[config.mk]
export PLATFORM = sky130hd
export DESIGN_NAME = car_alarm_controller
export DESIGN_NICKNAME = d
export VERILOG_FILES = /design/src/rtl/car_alarm_controller.sv
export SDC_FILE = /design/constraint.sdc
export NUM_CORES = 1
export LEC_CHECK = 0
export ABC_AREA = 1
export CAP_MARGIN = 20
export CORE_ASPECT_RATIO = 0.7
export CORE_MARGIN = 2
export CORE_UTILIZATION = 46
export CTS_CLUSTER_DIAMETER = 120
export DETAILED_ROUTE_END_ITERATION = 10
export PLACE_DENSITY_LB_ADDON = 0.05
export SETUP_SLACK_MARGIN = 0.4
export SLEW_MARGIN = 10
export SYNTH_ARGS = -nofsm -noshare
export SYNTH_HDL_FRONTEND = slang
export SYNTH_SLANG_ARGS = --single-unit
[constraint.sdc]
create_clock -name clk -period 3.82 [get_ports clk]
set_input_delay 0.764 -clock clk [delete_from_list [all_inputs] [get_ports clk]]
set_output_delay 0.764 -clock clk [all_outputs]
set_load 0.03 [all_outputs]
[src/rtl/car_alarm_controller.sv]
// Car alarm sequencer: key-fob arm/disarm, exit/entry delays, bounded siren and re-arm.
// Optional arm/disarm confirmation chirp is built only when CAR_ALARM_CHIRP_EN is defined.
module car_alarm_controller #(
  parameter int unsigned CNT_W       = 8,
  parameter int unsigned EXIT_DELAY  = 4,
  parameter int unsigned ENTRY_DELAY = 3,
  parameter int unsigned SIREN_TIME  = 5
) (
  input  logic       clk,
  input  logic       reset,
  input  logic       ArmRequest,
  input  logic       DisarmRequest,
  input  logic       OpenDoorSign,
  input  logic       IgnitionSignalOn,
  input  logic       CarLightsOnSign,
  output logic       SirenOn,
  output logic       ArmedLed,
  output logic       LightsChime,
  output logic       Chirp,
  output logic [2:0] AlarmState
);

  typedef enum logic [2:0] {
    ST_DISARMED = 3'd0,
    ST_EXIT     = 3'd1,
    ST_ARMED    = 3'd2,
    ST_ENTRY    = 3'd3,
    ST_ALARM    = 3'd4
  } state_t;

  // Expiry compares against DELAY-1, so each timed state lasts exactly DELAY cycles.
  localparam logic [CNT_W-1:0] EXIT_LAST  = CNT_W'(EXIT_DELAY - 1);
  localparam logic [CNT_W-1:0] ENTRY_LAST = CNT_W'(ENTRY_DELAY - 1);
  localparam logic [CNT_W-1:0] SIREN_LAST = CNT_W'(SIREN_TIME - 1);

  state_t           state;
  state_t           state_next;
  logic [CNT_W-1:0] cnt;
  logic [CNT_W-1:0] cnt_next;
  logic             exit_exp;
  logic             entry_exp;
  logic             siren_exp;

  assign exit_exp  = (cnt == EXIT_LAST);
  assign entry_exp = (cnt == ENTRY_LAST);
  assign siren_exp = (cnt == SIREN_LAST);

  // State, counter and registered Moore outputs.
  always_ff @(posedge clk or posedge reset) begin
    if (reset) begin
      state       <= ST_DISARMED;
      cnt         <= '0;
      SirenOn     <= 1'b0;
      ArmedLed    <= 1'b0;
      LightsChime <= 1'b0;
    end else begin
      state       <= state_next;
      cnt         <= cnt_next;
      SirenOn     <= (state_next == ST_ALARM);
      ArmedLed    <= (state_next == ST_ARMED) || (state_next == ST_ENTRY) ||
                     (state_next == ST_ALARM);
      LightsChime <= CarLightsOnSign & OpenDoorSign & ~IgnitionSignalOn;
    end
  end

  assign AlarmState = state;

  // Next-state and counter logic; disarm outranks every other transition.
  always_comb begin
    state_next = state;
    cnt_next   = cnt;

    if (DisarmRequest && (state != ST_DISARMED)) begin
      state_next = ST_DISARMED;
    end else begin
      case (state)
        ST_DISARMED: if (ArmRequest && !IgnitionSignalOn) state_next = ST_EXIT;
        ST_EXIT:     if (exit_exp && !OpenDoorSign)       state_next = ST_ARMED;
        ST_ARMED: begin
          if (IgnitionSignalOn)  state_next = ST_ALARM;
          else if (OpenDoorSign) state_next = ST_ENTRY;
        end
        ST_ENTRY:    if (IgnitionSignalOn || entry_exp)   state_next = ST_ALARM;
        ST_ALARM:    if (siren_exp)                       state_next = ST_ARMED;
        default:     state_next = ST_DISARMED;
      endcase
    end

    // An EXIT expiry with the door open restarts the exit window in place.
    if ((state_next != state) || ((state == ST_EXIT) && exit_exp)) begin
      cnt_next = '0;
    end else if ((state == ST_EXIT) || (state == ST_ENTRY) || (state == ST_ALARM)) begin
      cnt_next = cnt + CNT_W'(1);
    end
  end

`ifdef CAR_ALARM_CHIRP_EN
  logic chirp_set;

  // Confirm a completed arm or a fob disarm from an armed state; no chirp on siren re-arm.
  always_comb begin
    chirp_set = 1'b0;
    if ((state == ST_EXIT) && (state_next == ST_ARMED)) begin
      chirp_set = 1'b1;
    end else if (DisarmRequest &&
                 ((state == ST_ARMED) || (state == ST_ENTRY) || (state == ST_ALARM))) begin
      chirp_set = 1'b1;
    end
  end

  always_ff @(posedge clk or posedge reset) begin
    if (reset) Chirp <= 1'b0;
    else       Chirp <= chirp_set;
  end
`else
  assign Chirp = 1'b0;
`endif

endmodule

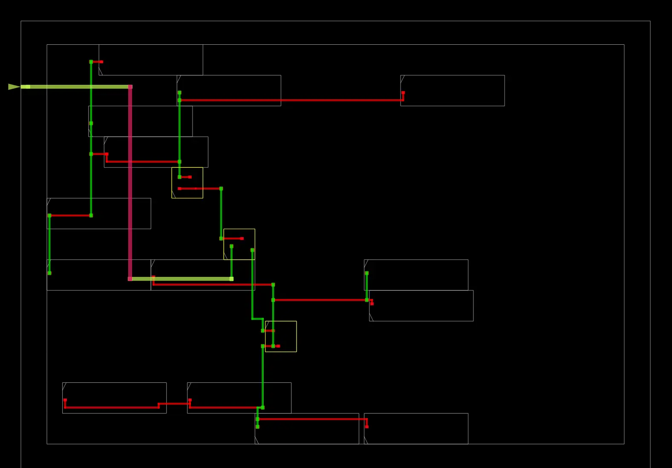
*The clock network, run 1*
CTS Buf Count: 3
power in the clock group: 81.2 uW
Clock Latency Late Sink: 270 ps
Sink Count: 14

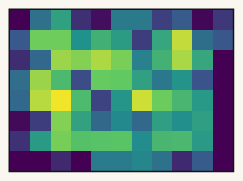
*Placement density heat map, run 1*
Drawn at 4 px/micron. The die is cut into 11 by 8 equal tiles; dark purple is low, yellow is high, 0 to 100% covered.
tiles over 75% full: 19%
fullest tile: 98%
nearly empty tiles: 13%

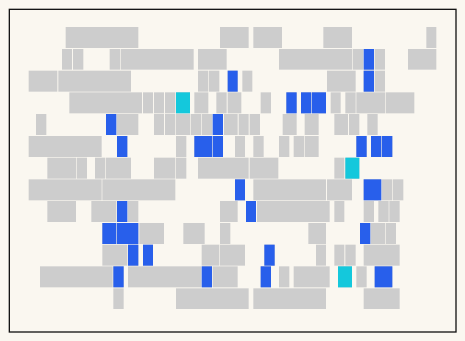
*Gate-type map, run 1*
Drawn at 8 px/micron.
| colour | family | cells | most used |
|---|---|---|---|
| blue | nor cells | 28 | nor2_1 |
| cyan | aoi and oai cells | 3 | a21oi_1 |

==> metrics.csv, run 1 <==
stage;metric;value;unit
layout;flops;14;
place;dp_slack;1570;ps
power_and_ir_drop;powerDensity;449;nW/um^2
synthesis;syn_area;860;sq um
detailed_routing;drt-total-wl;1.72;mm
synthesis;yosysMostFrequentCell;nand2_1;
layout;area_growth;18.9;%
die;dieHeight;40.2;microns
clock_network;clk_pin_slew;80;ps
layout;comb_share;41.7;%
detailed_routing;antenna_left;0;
worst_setup_path;rrSetupSlack;2040;ps
detailed_routing;vias_per_cell;4.71;
global_route;track_usage;17.4;%
place;io_buffers;12;
layout;fillers;172;
final_timing;hold_viol;0;
layout;largest_reg_flops;8;
layout;final_cell_area;1020;sq um
power_and_ir_drop;vdd_drop_max;0.000234;V
place;placed_cell_area;1000;sq um
synthesis;ys_cells;119;
layout;layout-drive-gt1-share;7.52;%
detailed_routing;drt_iter0_drc;26;
clock_network;tritoncts;done;
synthesis;edf_count;0;
synthesis;ys_top_cells_by_count;nand2_1 (29), nor2_1 (22), inv_1 (18), dfrtp_1 (14), nand3_1 (9);
power_and_ir_drop;leakage;0.000531;uW
worst_setup_path;crit_chain;clkdlybuf4s50_1;
layout;inverters;20;
die;core_area;1810;sq um
worst_setup_path;start_kind;flip-flop;
clock_network;postCtsSetupBuffers;0;
final_timing;maxSlewViolCount;0;
layout;largestClassByArea;multi-input combinational cells;
layout;seq_area;350;sq um
run_status;status;finished clean;
worst_hold_path;hold_path_depth;2;
synthesis;yosys_most_used_dff;dfrtp_1;
final_timing;grt_setup_unrepaired;no;
worst_setup_path;cp_top_family;buffers and inverters;
==> run 1: logic make-up after synthesis <==
family / share of synthesized area, %
AND/OR/NAND/NOR: 36.0
buffers and inverters: 9.61
flip-flops: 40.8
XOR/XNOR: 7.13
AND-OR/OR-AND: 1.75
adder cells (fa/ha/maj): 4.37
other: 0.436
==> run 1: metal layers <==
metal	vias up	wire [microns]	track usage, %
li1	386	-	-
met1	322	931	25.0
met2	20	657	25.6
met3	2	110	3.55
met4	0	17	7.32
met5	-	0	0
==> run 1: through the flow <==
step / instances / hold slack [ps]
after floorplan: 119 / 526
after global placement: 152 / 539
after detailed placement: 152 / 572
after CTS: 155 / 581
after global routing: 155 / 597
final: 155 / 577
==> run 1: cell usage in the layout, fill, tap and decap left out <==
| cell | count |
|---|---|
| dfrtp_1 | 14 |
| xor2_1 | 6 |
| clkdlybuf4s50_1 | 12 |
| nand2_1 | 29 |
| nor3b_1 | 1 |
| nand2_2 | 1 |
| o21ai_0 | 1 |
| inv_1 | 18 |
| nand3_1 | 9 |
| xnor2_1 | 1 |
| nor2_2 | 3 |
| a21oi_1 | 2 |
| nor3_1 | 2 |
| clkbuf_4 | 3 |
| nand3_4 | 1 |
| nand4_1 | 2 |
| ha_1 | 3 |
| conb_1 | 1 |
| nor2_1 | 22 |
| inv_2 | 2 |
==> run 1: final timing paths <==
check	start	to
worst max register to register	cnt[0]	cnt[7]
worst min register to register	cnt[7]	cnt[7]
min in group asynchronous	reset	cnt[6]
worst max-delay path	AlarmState[1]	AlarmState[1]
worst min-delay path	cnt[7]	cnt[7]
max in group asynchronous	reset	AlarmState[0]
==> run 1: power breakdown <==
group	leakage [uW]	switching [uW]	internal (uW)
combinational	0.000325	128	70.5
sequential	0.000192	15.0	164
clock	0.0000138	44.8	36.4
total	0.000531	188	271
==> run 2, diff against run 1 <==
==> constraint.sdc (replaced) <==
create_clock -name clk -period 2.25 [get_ports clk]
set_input_delay 0.45 -clock clk [delete_from_list [all_inputs] [get_ports clk]]
set_output_delay 0.45 -clock clk [all_outputs]
set_load 0.03 [all_outputs]
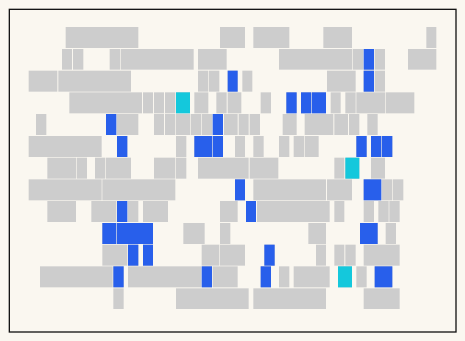
*Gate-type map, run 2*
Drawn at 8 px/micron.
| colour | family | cells | most used |
|---|---|---|---|
| cyan | aoi and oai cells | 3 | a21oi_1 |
| blue | nor cells | 28 | nor2_1 |

==> metrics.csv, run 2 <==
stage;metric;value;unit;change
layout;fillers;171;;-0.58%
detailed_routing;vias_per_cell;4.75;;+0.82%
synthesis;ys_cells;119;;unchanged
run_status;status;finished clean;;
clock_network;clk_pin_slew;80;ps;about the same
detailed_routing;drt_iter0_drc;22;;-15%
power_and_ir_drop;pwr-share-comb;43.4;%;about the same
power_and_ir_drop;p_int;459;uW;+70%
power_and_ir_drop;p_seq_share;38.9;%;about the same
clock_network;postCtsSetupBuffers;0;;unchanged
layout;final_cells;155;;unchanged
synthesis;synth.area.mux_share;0;%;unchanged
clock_network;clk_latency;270;ps;about the same
synthesis;ys_sh_simple;36.0;%;unchanged
power_and_ir_drop;leakage;0.000553;uW;+4.3%
synthesis;yosysMostFrequentCell;nand2_1;;
synthesis;syn_area;860;sq um;unchanged
synthesis;yosys_most_used_dff;dfrtp_1;;
synthesis;post_synth_ao_oa_area_fraction;1.75;%;unchanged
layout;area_growth;20.5;%;
final_timing;grt_setup_unrepaired;no;;
worst_setup_path;crit_chain;clkdlybuf4s50_1;;
worst_setup_path;cp_top_family;buffers and inverters;;
layout;mostFrequentLayoutCells;nand2_1 (29), nor2_1 (21), inv_1 (17), dfrtp_1 (14), clkdlybuf4s50_1 (10);;
layout;layout_top_cell;nand2_1;;
die;core_area;1810;sq um;unchanged
die;dieHeight;40.2;microns;unchanged
clock_network;cts.sinks;14;;unchanged
global_route;track_usage;17.4;%;unchanged
synthesis;ys_sh_adder;4.37;%;unchanged
final_timing;maxSlewViolCount;0;;unchanged
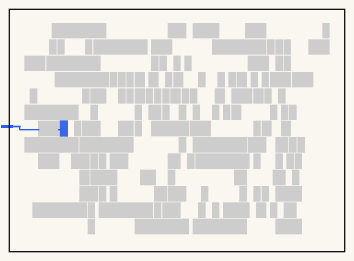
*I/O nets highlighted, run 2*
Drawn at 6 px/micron.
| colour | port | direction | end cells | wire |
|---|---|---|---|---|
| blue | reset | input | 1 | 5.50 microns |
Port Buf Inserts: 12
# IOs: 14

[run 2: cell counts after synthesis]
No cell type changed its count.
[run 2: cell families after synthesis]
group                    after synthesis
buffers and inverters                 21
flip-flops                            14
XOR/XNOR                               7
adder cells (fa/ha/maj)                3
AND-OR/OR-AND                          3
AND/OR/NAND/NOR                       70
other                                  1
[run 2: stage by stage]
step	hold WS (ps)	cell area (sq um)	total power, uW
finish	505	1040	781
global route	568	1040	858
CTS	526	1020	785
detailed placement	572	1000	644
global placement	539	1000	638
floorplan	339	860	558
[run 2: power by group through the flow]
stage	Sequential [uW]	Clock (uW)	Combinational [uW]
2_1_floorplan	328	0	230
6_report	304	138	339
5_1_grt	308	154	395
3_3_place_gp	307	0	330
3_5_place_dp	308	0	336
4_1_cts	303	144	338
[run 2: timing repair]
item,in CTS,in global routing
endpoints found under the setup margin,1,9
hold buffers,0,0
gates resized,1,5
cloned,0,0
endpoints found under the hold margin,0,0
[run 2: path summary, 6_finish.rpt]
check / to / cells after the start / startpoint
max: AlarmState[2] / 1 / AlarmState[2]
min: cnt[6] / 2 / reset
max reg2reg: cnt[7] / 12 / cnt[0]
min reg2reg: cnt[7] / 2 / cnt[7]
max in group asynchronous: AlarmState[0] / 2 / reset
min in group clk: cnt[7] / 2 / cnt[7]
[run 2: cell type report]
type	instances	share of cell area [%]
multi-input combinational	84	42.4
clock buffer	3	2.17
sequential	14	33.8
tap	22	2.66
inverter	20	7.25
timing repair buffer	12	11.7
[run 2: routing by layer]
layer  track usage [%]  vias to the layer above  wire, microns
met5                 0                        -              0
met2              25.6                       17            688
met3              3.55                        2            103
met4              7.32                        0             17
li1                  -                      388              -
met1              25.0                      329            941
Power and IR drop assume default switching activity.
